**src/rtl/rev_gate_pipe_pkg.sv**
```systemverilog
// rev_pkg: shared types, limits and per-lane gate functions for rev_gate_pipe.
// Each function evaluates one bit-lane of the three wires and returns {p, q, r}.
package rev_pkg;

  localparam int unsigned MIN_WIDTH  = 1;
  localparam int unsigned MAX_WIDTH  = 64;
  localparam int unsigned MIN_STAGES = 1;
  localparam int unsigned MAX_STAGES = 4;

  typedef enum logic [1:0] {
    OP_CNOT  = 2'b00,
    OP_TOFF  = 2'b01,
    OP_FRED  = 2'b10,
    OP_PERES = 2'b11
  } op_e;

  // Forward gate on one lane; inv only matters for Peres (the others are self-inverse).
  function automatic logic [2:0] rev_fwd(op_e op, logic inv, logic a, logic b, logic c);
    logic p, q, r;
    p = a;
    q = b;
    r = c;
    case (op)
      OP_CNOT:  q = a ^ b;
      OP_TOFF:  r = c ^ (a & b);
      OP_FRED: begin
        q = (b & ~a) | (c & a);
        r = (c & ~a) | (b & a);
      end
      default: begin
        q = a ^ b;
        r = inv ? (c ^ (a & (a ^ b))) : (c ^ (a & b));
      end
    endcase
    return {p, q, r};
  endfunction

  // Undo rev_fwd(op, inv, ...) on one lane: recovers {a, b, c} from {p, q, r}.
  function automatic logic [2:0] rev_inv(op_e op, logic inv, logic p, logic q, logic r);
    logic a, b, c;
    a = p;
    b = q;
    c = r;
    case (op)
      OP_CNOT:  b = p ^ q;
      OP_TOFF:  c = r ^ (p & q);
      OP_FRED: begin
        b = (q & ~p) | (r & p);
        c = (r & ~p) | (q & p);
      end
      default: begin
        b = p ^ q;
        c = inv ? (r ^ (p & q)) : (r ^ (p & (p ^ q)));
      end
    endcase
    return {a, b, c};
  endfunction

endpackage

```
**src/rtl/rev_gate_pipe_if.sv**
```systemverilog
// Beat interface of rev_gate_pipe: input beat (op/inv/a/b/c) and output beat (p/q/r),
// each with its own valid/ready handshake.
interface rev_gate_pipe_if #(
  parameter int unsigned WIDTH = 8
);
  logic             in_valid;
  logic             in_ready;
  logic [1:0]       op;
  logic             inv;
  logic [WIDTH-1:0] a_in;
  logic [WIDTH-1:0] b_in;
  logic [WIDTH-1:0] c_in;
  logic             out_valid;
  logic             out_ready;
  logic [WIDTH-1:0] p_out;
  logic [WIDTH-1:0] q_out;
  logic [WIDTH-1:0] r_out;

  modport master (
    output in_valid, op, inv, a_in, b_in, c_in, out_ready,
    input  in_ready, out_valid, p_out, q_out, r_out
  );

  modport slave (
    input  in_valid, op, inv, a_in, b_in, c_in, out_ready,
    output in_ready, out_valid, p_out, q_out, r_out
  );
endinterface

```
**src/rtl/rev_gate_pipe_stage.sv**
```systemverilog
// rev_pipe_stage: one elastic register slot. Loads when empty or when the
// downstream slot takes the current beat in the same cycle.
module rev_pipe_stage #(
  parameter int unsigned PW = 8
) (
  input  logic          clk,
  input  logic          rst_n,
  input  logic          in_valid,
  output logic          in_ready,
  input  logic [PW-1:0] in_data,
  output logic          out_valid,
  input  logic          out_ready,
  output logic [PW-1:0] out_data
);
  logic          valid_q, valid_d;
  logic [PW-1:0] data_q, data_d;
  logic          load;

  // Slot control: accept on handshake, drain when downstream takes the beat
  always_comb begin
    in_ready = !valid_q || out_ready;
    load     = in_valid && in_ready;
    valid_d  = load ? 1'b1 : (valid_q && !out_ready);
    data_d   = load ? in_data : data_q;
  end

  // Slot registers
  always_ff @(posedge clk or negedge rst_n) begin
    if (!rst_n) begin
      valid_q <= 1'b0;
      data_q  <= '0;
    end else begin
      valid_q <= valid_d;
      data_q  <= data_d;
    end
  end

  assign out_valid = valid_q;
  assign out_data  = data_q;
endmodule

```
**src/rtl/rev_gate_pipe.sv**
```systemverilog
// rev_gate_pipe: WIDTH-lane reversible gate array (CNOT/Toffoli/Fredkin/Peres)
// behind a STAGES-deep elastic pipeline with an accepted-beat counter.
// Optional reversibility checker: define REV_GATE_PIPE_CHECK_EN.
module rev_gate_pipe
  import rev_pkg::*;
#(
  parameter int unsigned WIDTH  = 8,
  parameter int unsigned STAGES = 2,
  parameter int unsigned CNT_W  = 16
) (
  input  logic             clk,
  input  logic             rst_n,
  rev_gate_pipe_if.slave   bus,
  output logic [CNT_W-1:0] beat_cnt,
  output logic             chk_err
);
`ifdef REV_GATE_PIPE_CHECK_EN
  localparam int unsigned PW = 6 * WIDTH + 3;
`else
  localparam int unsigned PW = 3 * WIDTH;
`endif

  if (WIDTH < MIN_WIDTH || WIDTH > MAX_WIDTH) begin : g_bad_width
    $error("rev_gate_pipe: WIDTH out of range");
  end
  if (STAGES < MIN_STAGES || STAGES > MAX_STAGES) begin : g_bad_stages
    $error("rev_gate_pipe: STAGES out of range");
  end

  logic [WIDTH-1:0] g_p, g_q, g_r;
  logic [2:0]       lane_f;
  logic [PW-1:0]    payload_in;
  logic [PW-1:0]    out_data;
  logic [WIDTH-1:0] out_p, out_q, out_r;
  logic             in_rdy, out_vld, accept;
  logic [CNT_W-1:0] beat_cnt_q, beat_cnt_d;

  // Evaluate the selected gate lane by lane on the incoming beat
  always_comb begin
    g_p    = '0;
    g_q    = '0;
    g_r    = '0;
    lane_f = '0;
    for (int unsigned i = 0; i < WIDTH; i++) begin
      lane_f = rev_fwd(op_e'(bus.op), bus.inv, bus.a_in[i], bus.b_in[i], bus.c_in[i]);
      {g_p[i], g_q[i], g_r[i]} = lane_f;
    end
  end

`ifdef REV_GATE_PIPE_CHECK_EN
  assign payload_in = {bus.op, bus.inv, bus.a_in, bus.b_in, bus.c_in, g_p, g_q, g_r};
`else
  assign payload_in = {g_p, g_q, g_r};
`endif

  // Ready ripples back from the output through per-stage signals rather than a
  // shared vector so the chain never looks like a self-dependent net.
  for (genvar g = 0; g < STAGES; g++) begin : g_stage
    logic          vld_in, rdy_in, vld_out, rdy_out;
    logic [PW-1:0] dat_in, dat_out;

    if (g == 0) begin : g_head
      assign vld_in = bus.in_valid;
      assign dat_in = payload_in;
    end else begin : g_link
      assign vld_in = g_stage[g-1].vld_out;
      assign dat_in = g_stage[g-1].dat_out;
    end

    if (g == STAGES - 1) begin : g_tail
      assign rdy_out = bus.out_ready;
    end else begin : g_mid
      assign rdy_out = g_stage[g+1].rdy_in;
    end

    rev_pipe_stage #(.PW(PW)) u_stage (
      .clk       (clk),
      .rst_n     (rst_n),
      .in_valid  (vld_in),
      .in_ready  (rdy_in),
      .in_data   (dat_in),
      .out_valid (vld_out),
      .out_ready (rdy_out),
      .out_data  (dat_out)
    );
  end

  assign in_rdy   = g_stage[0].rdy_in;
  assign out_vld  = g_stage[STAGES-1].vld_out;
  assign out_data = g_stage[STAGES-1].dat_out;
  assign accept   = bus.in_valid && in_rdy;
  assign {out_p, out_q, out_r} = out_data[3*WIDTH-1:0];

  assign bus.in_ready  = in_rdy;
  assign bus.out_valid = out_vld;
  assign bus.p_out     = out_p;
  assign bus.q_out     = out_q;
  assign bus.r_out     = out_r;

  // Accepted-beat counter, wraps naturally at 2^CNT_W
  always_comb begin
    beat_cnt_d = accept ? beat_cnt_q + CNT_W'(1) : beat_cnt_q;
  end

  // Counter register
  always_ff @(posedge clk or negedge rst_n) begin
    if (!rst_n) beat_cnt_q <= '0;
    else        beat_cnt_q <= beat_cnt_d;
  end

  assign beat_cnt = beat_cnt_q;

`ifdef REV_GATE_PIPE_CHECK_EN
  logic [1:0]       chk_op;
  logic             chk_inv;
  logic [WIDTH-1:0] chk_a, chk_b, chk_c;
  logic [WIDTH-1:0] inv_a, inv_b, inv_c;
  logic [2:0]       lane_i;
  logic             chk_err_q, chk_err_d;

  assign {chk_op, chk_inv, chk_a, chk_b, chk_c} = out_data[PW-1:3*WIDTH];

  // Undo the gate at the output and flag any beat that does not round-trip
  always_comb begin
    inv_a  = '0;
    inv_b  = '0;
    inv_c  = '0;
    lane_i = '0;
    for (int unsigned i = 0; i < WIDTH; i++) begin
      lane_i = rev_inv(op_e'(chk_op), chk_inv, out_p[i], out_q[i], out_r[i]);
      {inv_a[i], inv_b[i], inv_c[i]} = lane_i;
    end
    chk_err_d = chk_err_q || (out_vld && ({inv_a, inv_b, inv_c} != {chk_a, chk_b, chk_c}));
  end

  // Sticky error flag
  always_ff @(posedge clk or negedge rst_n) begin
    if (!rst_n) chk_err_q <= 1'b0;
    else        chk_err_q <= chk_err_d;
  end

  assign chk_err = chk_err_q;
`else
  assign chk_err = 1'b0;
`endif
endmodule

```
**src/flat_wrapper.sv**
```systemverilog
// flat-port wrapper written by rule: the top's interface ports become plain ports
module rev_gate_pipe_flat import rev_pkg::*;
#(
  parameter int unsigned WIDTH  = 8,
  parameter int unsigned STAGES = 2,
  parameter int unsigned CNT_W  = 16
)
  (clk, rst_n, beat_cnt, chk_err, bus_in_valid, bus_op, bus_inv, bus_a_in, bus_b_in, bus_c_in, bus_out_ready, bus_in_ready, bus_out_valid, bus_p_out, bus_q_out, bus_r_out);
  rev_gate_pipe_if #(.WIDTH(WIDTH)) bus_i ();
  input  logic clk;
  input  logic rst_n;
  output logic [CNT_W-1:0] beat_cnt;
  output logic chk_err;
  input wire logic [$bits(bus_i.in_valid)-1:0] bus_in_valid;
  input wire logic [$bits(bus_i.op)-1:0] bus_op;
  input wire logic [$bits(bus_i.inv)-1:0] bus_inv;
  input wire logic [$bits(bus_i.a_in)-1:0] bus_a_in;
  input wire logic [$bits(bus_i.b_in)-1:0] bus_b_in;
  input wire logic [$bits(bus_i.c_in)-1:0] bus_c_in;
  input wire logic [$bits(bus_i.out_ready)-1:0] bus_out_ready;
  output wire logic [$bits(bus_i.in_ready)-1:0] bus_in_ready;
  output wire logic [$bits(bus_i.out_valid)-1:0] bus_out_valid;
  output wire logic [$bits(bus_i.p_out)-1:0] bus_p_out;
  output wire logic [$bits(bus_i.q_out)-1:0] bus_q_out;
  output wire logic [$bits(bus_i.r_out)-1:0] bus_r_out;
  assign bus_i.in_valid = bus_in_valid;
  assign bus_i.op = bus_op;
  assign bus_i.inv = bus_inv;
  assign bus_i.a_in = bus_a_in;
  assign bus_i.b_in = bus_b_in;
  assign bus_i.c_in = bus_c_in;
  assign bus_i.out_ready = bus_out_ready;
  assign bus_in_ready = bus_i.in_ready;
  assign bus_out_valid = bus_i.out_valid;
  assign bus_p_out = bus_i.p_out;
  assign bus_q_out = bus_i.q_out;
  assign bus_r_out = bus_i.r_out;
  rev_gate_pipe #(.WIDTH(WIDTH), .STAGES(STAGES), .CNT_W(CNT_W)) u_core (.clk(clk), .rst_n(rst_n), .bus(bus_i), .beat_cnt(beat_cnt), .chk_err(chk_err));
endmodule
```
**config.mk**
```make
export PLATFORM = sky130hd
export DESIGN_NAME = rev_gate_pipe_flat
export DESIGN_NICKNAME = d
export VERILOG_FILES = /design/src/rtl/rev_gate_pipe_pkg.sv /design/src/rtl/rev_gate_pipe_if.sv /design/src/rtl/rev_gate_pipe_stage.sv /design/src/rtl/rev_gate_pipe.sv /design/src/flat_wrapper.sv
export SDC_FILE = /design/constraint.sdc
export NUM_CORES = 1
export LEC_CHECK = 0
export CELL_PAD_IN_SITES_DETAIL_PLACEMENT = 0
export CELL_PAD_IN_SITES_GLOBAL_PLACEMENT = 1
export CORE_MARGIN = 2
export CORE_UTILIZATION = 40
export DETAILED_ROUTE_END_ITERATION = 12
export GPL_ROUTABILITY_DRIVEN = 0
export MAX_ROUTING_LAYER = met4
export PLACE_DENSITY = 0.82
export SLEW_MARGIN = 20
export SYNTH_ARGS = -nofsm -noshare
export SYNTH_HDL_FRONTEND = slang
export SYNTH_SLANG_ARGS = --single-unit
```
**constraint.sdc**
```tcl
create_clock -name clk -period 1.95 [get_ports clk]
set_clock_uncertainty 0.2 [all_clocks]
set_input_delay 0.39 -clock clk [delete_from_list [all_inputs] [get_ports clk]]
set_output_delay 0.39 -clock clk [all_outputs]
set_load 0.05 [all_outputs]
```
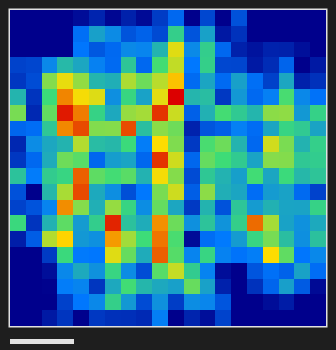
*Signal metal coverage by tile, run 1*
The bar under the picture is 20 µm long. The die is cut into 20 by 20 equal tiles; dark blue is low, red is high, scaled to the fullest tile. Values are wire area over tile area, all layers added.
- tiles over half the peak: 22%
- emptiest ninth of the die: north-east
- fullest tile: 0.42
- mean over tiles: 0.14
- nearly empty tiles: 14%
total track usage: 0.1825
Total Routed Length: 8323 µm

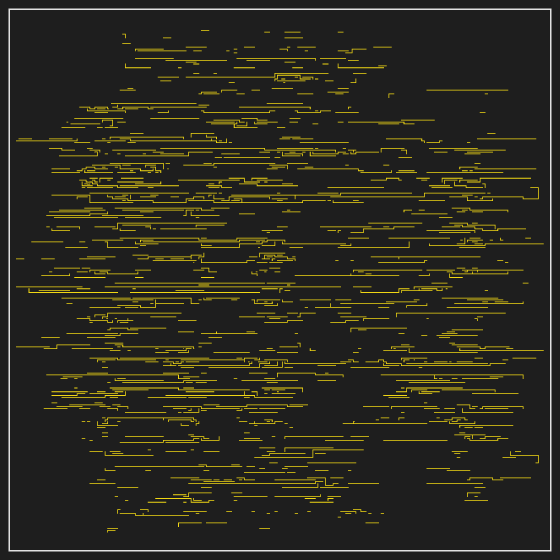
*Metal 1, run 1*
- nets with wire on the layer: 403
- longest straight run: 42.8 µm
met1 GRT Util: 0.2378
DR vias: 2840

==> changes_impl.md, run 1 <==
### Metrics

- Outcome: completed
- Post-CTS Setup Bufs: 3
- Comb area share: 0.3681
- Max stage delay on crit path: approximately 0.56 ns
- Setup WS pre-CTS: -0.3538 ns
- Sw Share: 0.3764
- FF+latch count: around 66
- Well-Tap Cells: approximately 110
- CP Max Fanout: 4
- Static leakage: around 2.3 nW
- Ys async rst share: 1.000
- Filler cell count: roughly 760
- Detailed-route DRC error count: 0
- Placed cells: 523
- Reg2Reg Depth: 5
- Worst Setup End Kind: register
- Seq pwr share: 0.376
- Non-clk bufs: 118
- Final-layout clock buffer total: 14
- IO Port Bufs: 72
- Via/cell ratio: between 5 and 6
- CTS tree: yes
- Synth Warn #: 0
- # Max-Cap Violations: 0
- Critical Path Source Type: register
- Post-layout util: 0.5691
- NonClk Buf Share: 0.2110
- Cell internal pwr: 3.115 mW
- Top cells by count: 66 x dfrtp_1, 37 x mux2_2, 32 x a21oi_1
- Design area: ~4900 µm²
- Clk Tree Root Cell: clkbuf_8
- Worst path top cell family by delay: simple AND/OR/NAND/NOR gates
- Hold Slack: between 0.2 and 0.3 ns
- Most frequent cell after synthesis: dfrtp_1
- Power Combinational: roughly 1.9 mW
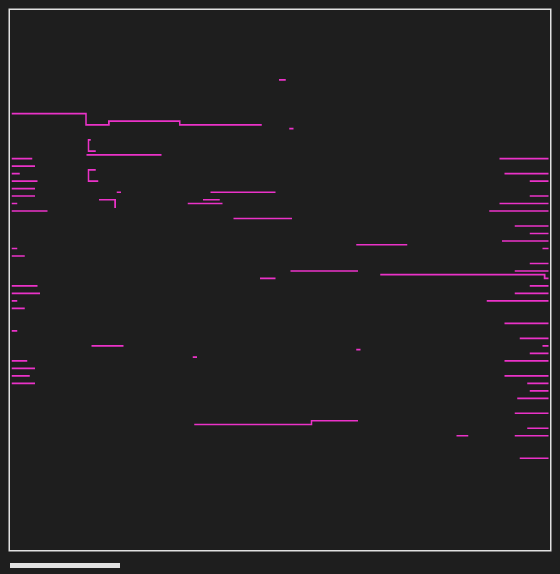
*Signal wires on met3, run 1*
The bar under the picture is 20 µm long.
- longest straight run: 29.7 µm
- share of all routed wire: 4.9%
- main direction: horizontal

==> run 1: registers in the layout, summed over array words and instances, names as in the netlist <==
signal,flops
u_core.g_stage.u_stage.out_valid,2
u_core.beat_cnt,16
u_core.g_stage.u_stage.out_data,48
==> run 1: kinds of logic (layout without fill, tap and decap cells) <==
logic type,count (synthesis),after routing,synth area share
flops,66,66,0.4669
fa+ha+maj,21,21,0.07428
mux,45,45,0.1404
xor+xnor,25,25,0.06190
other cells,1,1,0.001060
compound gates,72,72,0.1252
buf+inv,31,149,0.03608
simple gates,59,59,0.09409
==> run 1: worst reg2reg max path: cells and delay by family, from the launching register on <==
family | cells | cell delay, ns
simple gates | 3 | 0.93
flops | 1 | 0.41
xor+xnor | 1 | 0.16
buf+inv | 1 | 0.12
==> inputs of run 2 (changes only) <==
--- a/config.mk
+++ b/config.mk
@@ -5,12 +5,12 @@
 export SDC_FILE = /design/constraint.sdc
 export NUM_CORES = 1
 export LEC_CHECK = 0
-export CELL_PAD_IN_SITES_DETAIL_PLACEMENT = 0
+export CELL_PAD_IN_SITES_DETAIL_PLACEMENT = 1
 export CELL_PAD_IN_SITES_GLOBAL_PLACEMENT = 1
 export CORE_MARGIN = 2
 export CORE_UTILIZATION = 40
 export DETAILED_ROUTE_END_ITERATION = 12
-export GPL_ROUTABILITY_DRIVEN = 0
+export GPL_ROUTABILITY_DRIVEN = 1
 export MAX_ROUTING_LAYER = met4
 export PLACE_DENSITY = 0.82
 export SLEW_MARGIN = 20
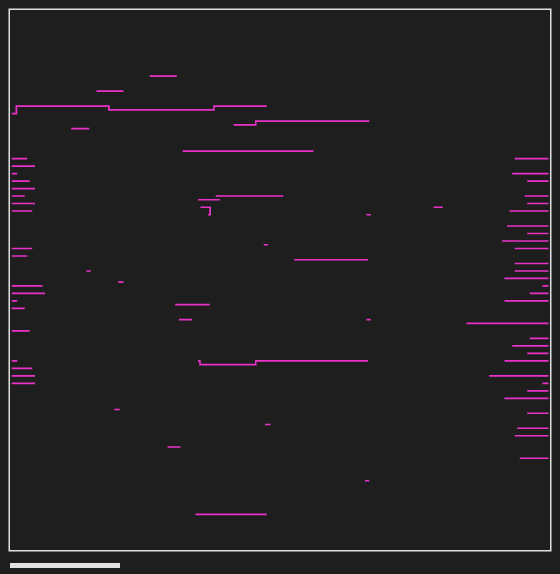
*Signal wires on met3, run 2*
The bar under the picture is 20 µm long.
- longest straight run: 23.5 µm
- nets with wire on the layer: 62
DR vias: 2987
routing usage on met3: 0.04438
Total Routed Length: 10070 µm

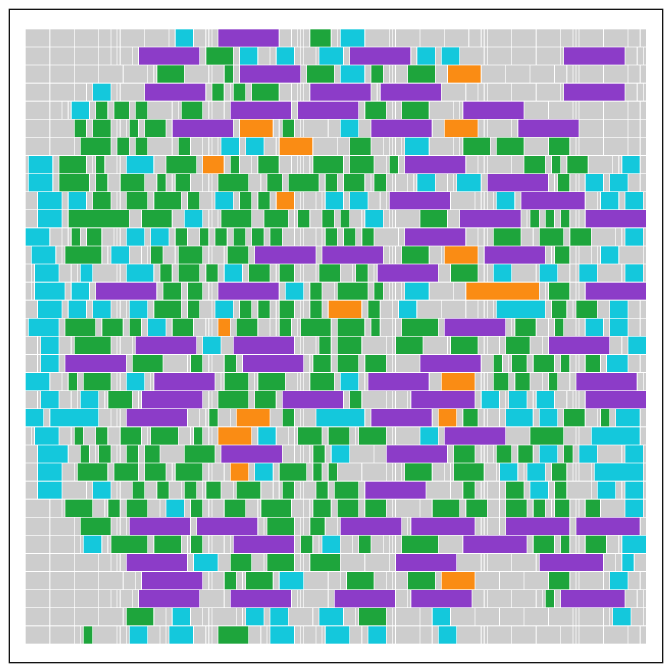
*Placement by cell class, run 2*
Fill, decap, tap and diode cells in grey.
- clock drivers and dummy loads: orange (cells 16)
- flip-flops: purple (cells 66)
- all other logic: green (cells 238)
- other buffers and delay cells: cyan (cells 123)

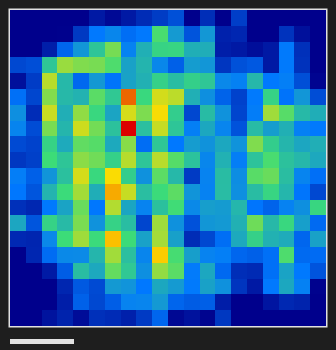
*Signal metal coverage by tile, run 2*
The bar under the picture is 20 µm long. The die is cut into 20 by 20 equal tiles; dark blue is low, red is high, scaled to the fullest tile. Values are wire area over tile area, all layers added.
total track usage: 0.2193
drt wl/cell: 18.28 µm

==> changes_impl.md, run 2 <==
### Metrics

- Outcome: completed
- IO Port Bufs: 72 (unchanged)
- Adder share: 0.07428 (unchanged)
- Most frequent cell after synthesis: dfrtp_1
- Via/cell ratio: 5.421 (+4.2%)
- CP Max Fanout: 3 (-1)
- Yosys simple share: 0.09409 (unchanged)
- Multiplexer share: 0.1404 (unchanged)
- Non-clk bufs: 123 (+4.2%)
- Final-layout clock buffer total: 10 (-4)
- Top cells by count: 66 x dfrtp_1, 37 x mux2_2, 32 x a21oi_1
- GPL Wtd Cong: between 0.8 and 0.9
- # Max-Cap Violations: 0 (unchanged)
- Comb area share: 0.3649 (-0.003225)
- Synth Warn #: 0 (unchanged)
- CTS tree: yes
- Reg2Reg Depth: 5 (unchanged)
- Max stage delay on crit path: 0.37 ns (-0.19 ns)
- Post-Synth AOI/OAI Area: 0.1252 (unchanged)
- Largest net degree at the start of global routing: 35
- Hold Slack: 0.2964 ns (+0.02306 ns)
- First-pass GRT wire length: approximately 16000 µm
- Post-synthesis area per instance: between 10 and 15 µm²
- Seq pwr share: 0.376 (about the same)
- Clock Network Area Fraction: 0.04128
- NonClk Buf Share: 0.2173 (+0.006222)
- Filler cell count: 955 (+26%)
- Worst Setup End Kind: output pin
- Post-layout util: 0.5722 (+0.003043)
- Static leakage: 2.347 nW (+0.44%)
- Detailed-route DRC error count: 0 (unchanged)
- Well-Tap Cells: 108 (unchanged)
- Ys async rst share: 1.000 (unchanged)
- Cell internal pwr: 3.056 mW (-1.9%)
- Yosys xor share: 0.06190 (unchanged)
- RSZ-0062 raised after global routing: true
- Met1 GRT Util: 0.2595 (+0.02167)
- Sw Share: 0.3942 (+0.01777)
- Power Combinational: 1.96 mW (+2%)
- H-tree depth: 3
- Maximum VDD drop: just under 0.6 mV
- Critical Path Source Type: register
- Design area: 4941 µm² (+0.53%)
- Max FFs per register: 48 (unchanged)
- Worst path top cell family by delay: buffers and inverters
- FF+latch count: 66 (unchanged)
==> run 2: cell counts after synthesis <==
No cell type changed its count.
==> run 2: timing repair <==
action | 4_1_cts | 5_1_grt
endpoints found under the hold margin | 16 | 0
hold buffers | 1 | 0
gates resized | 8 | 11
setup endpoints to repair | 9 | 15
pin swaps | 1 | 4
buffers inserted | 8 | 3
==> run 2: stage by stage <==
stage               setup WS (ns)  std cells
CTS                     -0.006639        548
finish                    0.03310        551
detailed placement        -0.4331        523
global route             -0.02012        551
floorplan                 -0.1050        320
global placement          -0.3016        523
==> inputs of run 3 (changes only) <==
--- a/config.mk
+++ b/config.mk
@@ -7,7 +7,7 @@
 export LEC_CHECK = 0
 export CELL_PAD_IN_SITES_DETAIL_PLACEMENT = 1
 export CELL_PAD_IN_SITES_GLOBAL_PLACEMENT = 1
-export CORE_MARGIN = 2
+export CORE_MARGIN = 1.5
 export CORE_UTILIZATION = 40
 export DETAILED_ROUTE_END_ITERATION = 12
 export GPL_ROUTABILITY_DRIVEN = 1
==> changes_impl.md, run 3 <==
### Metrics

- Outcome: completed
- H-tree depth: 3 (unchanged)
- Comb area share: 0.3642 (-0.0006926)
- Final-layout clock buffer total: 12 (+2)
- Post_cts resized: 10 (+2)
- Max FFs per register: 48 (unchanged)
- Final cell count without fillers: 547 (-0.73%)
- Synth Warn #: 0 (unchanged)
- Drt wl/cell: 18.08 µm (-1.1%)
- NonClk Buf Share: 0.2191 (+0.001811)
- Detailed-route DRC error count: 0 (unchanged)
- Post-layout util: 0.5740 (+0.001884)
- Placed cells: 519 (-0.76%)
- RSZ-0062 raised after global routing: true
- Reg2Reg Depth: 5 (unchanged)
- FF+latch count: 66 (unchanged)
- Sw Share: 0.3876 (-0.006516)
- Seq pwr share: 0.374 (-0.002)
- Clock Network Area Fraction: 0.04139 (+0.0001171)
- Post-CTS Setup Bufs: 8 (unchanged)
- Worst path top cell family by delay: simple AND/OR/NAND/NOR gates
- Static leakage: 2.332 nW (-0.64%)
- Final Worst Setup Slack: 0.04187 ns (+0.008767 ns)
- Worst Setup End Kind: register
- Critical Path Source Type: register
- Post-synthesis area per instance: 11.05 µm² (unchanged)
- Setup WS pre-CTS: -0.4147 ns (+0.01838 ns)
- First-pass GRT wire length: 16590 µm (+3.1%)
- Filler cell count: 937 (-1.9%)
- Well-Tap Cells: 108 (unchanged)
- Cell internal pwr: 3.101 mW (+1.5%)
- Most frequent cell after synthesis: dfrtp_1
- Ys async rst share: 1.000 (unchanged)
- Design area: 4957 µm² (+0.33%)
- CTS tree: yes
- Via/cell ratio: 5.382 (-0.72%)
run 3: cell families after synthesis:
logic type                 share of synthesized area
xor gates and xnor gates                     0.06190
and+or+nand+nor                              0.09409
DFF                                           0.4669
buffers and inverters                        0.03608
AOI/OAI and AO/OA                             0.1252
adders and majority gates                    0.07428
muxes                                         0.1404
other                                       0.001060
run 3: power by group through the flow:
stage               sequential (mW)  clock (mW)  combinational (mW)
floorplan                      2.58           0               0.530
global placement               1.89           0                1.88
detailed placement             1.92           0                1.94
CTS                            1.89        1.22                1.98
global route                   1.94        1.28                2.09
finish                         1.89        1.19                1.98
run 3: routing by layer:
metal | track usage | routed length, µm
met5 | - | 0
met4 | 0.08473 | 210
met3 | 0.05130 | 439
met2 | 0.3636 | 4948
met1 | 0.2815 | 4291
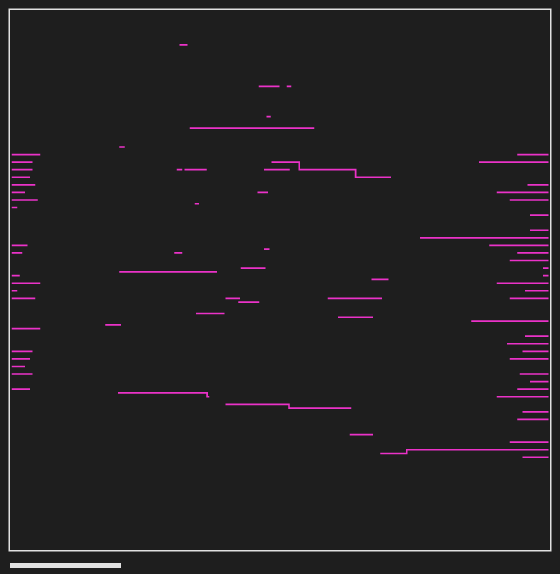
*Signal wires on met3, run 3*
The bar under the picture is 20 µm long.
- share of all routed wire: 4.4%
- wire length on this layer: 439 µm
- longest straight run: 25.3 µm
Total Routed Length: 9889 µm
routing usage on met3: 0.05130
DR vias: 2944

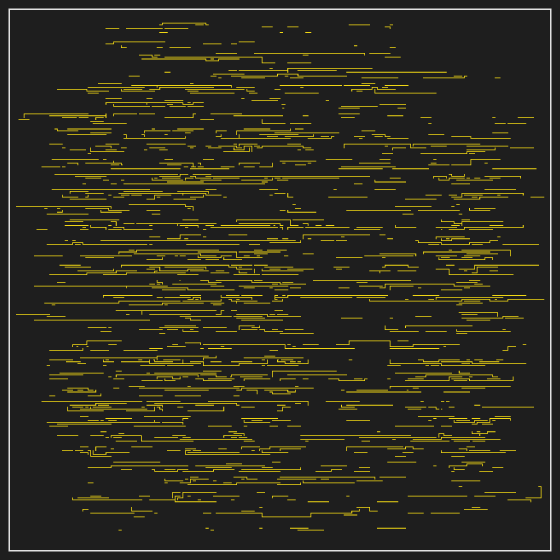
*Metal 1, run 3*
- wire length on this layer: 4290 µm
- longest straight run: 35.0 µm
met1 GRT Util: 0.2815

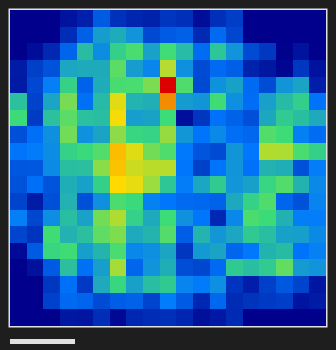
*Signal metal coverage by tile, run 3*
The bar under the picture is 20 µm long. The die is cut into 19 by 19 equal tiles; dark blue is low, red is high, scaled to the fullest tile. Values are wire area over tile area, all layers added.
- emptiest ninth of the die: north-east
- nearly empty tiles: 9.4%
- fullest tile: 0.58

Power is estimated from default activity; no workload was simulated.
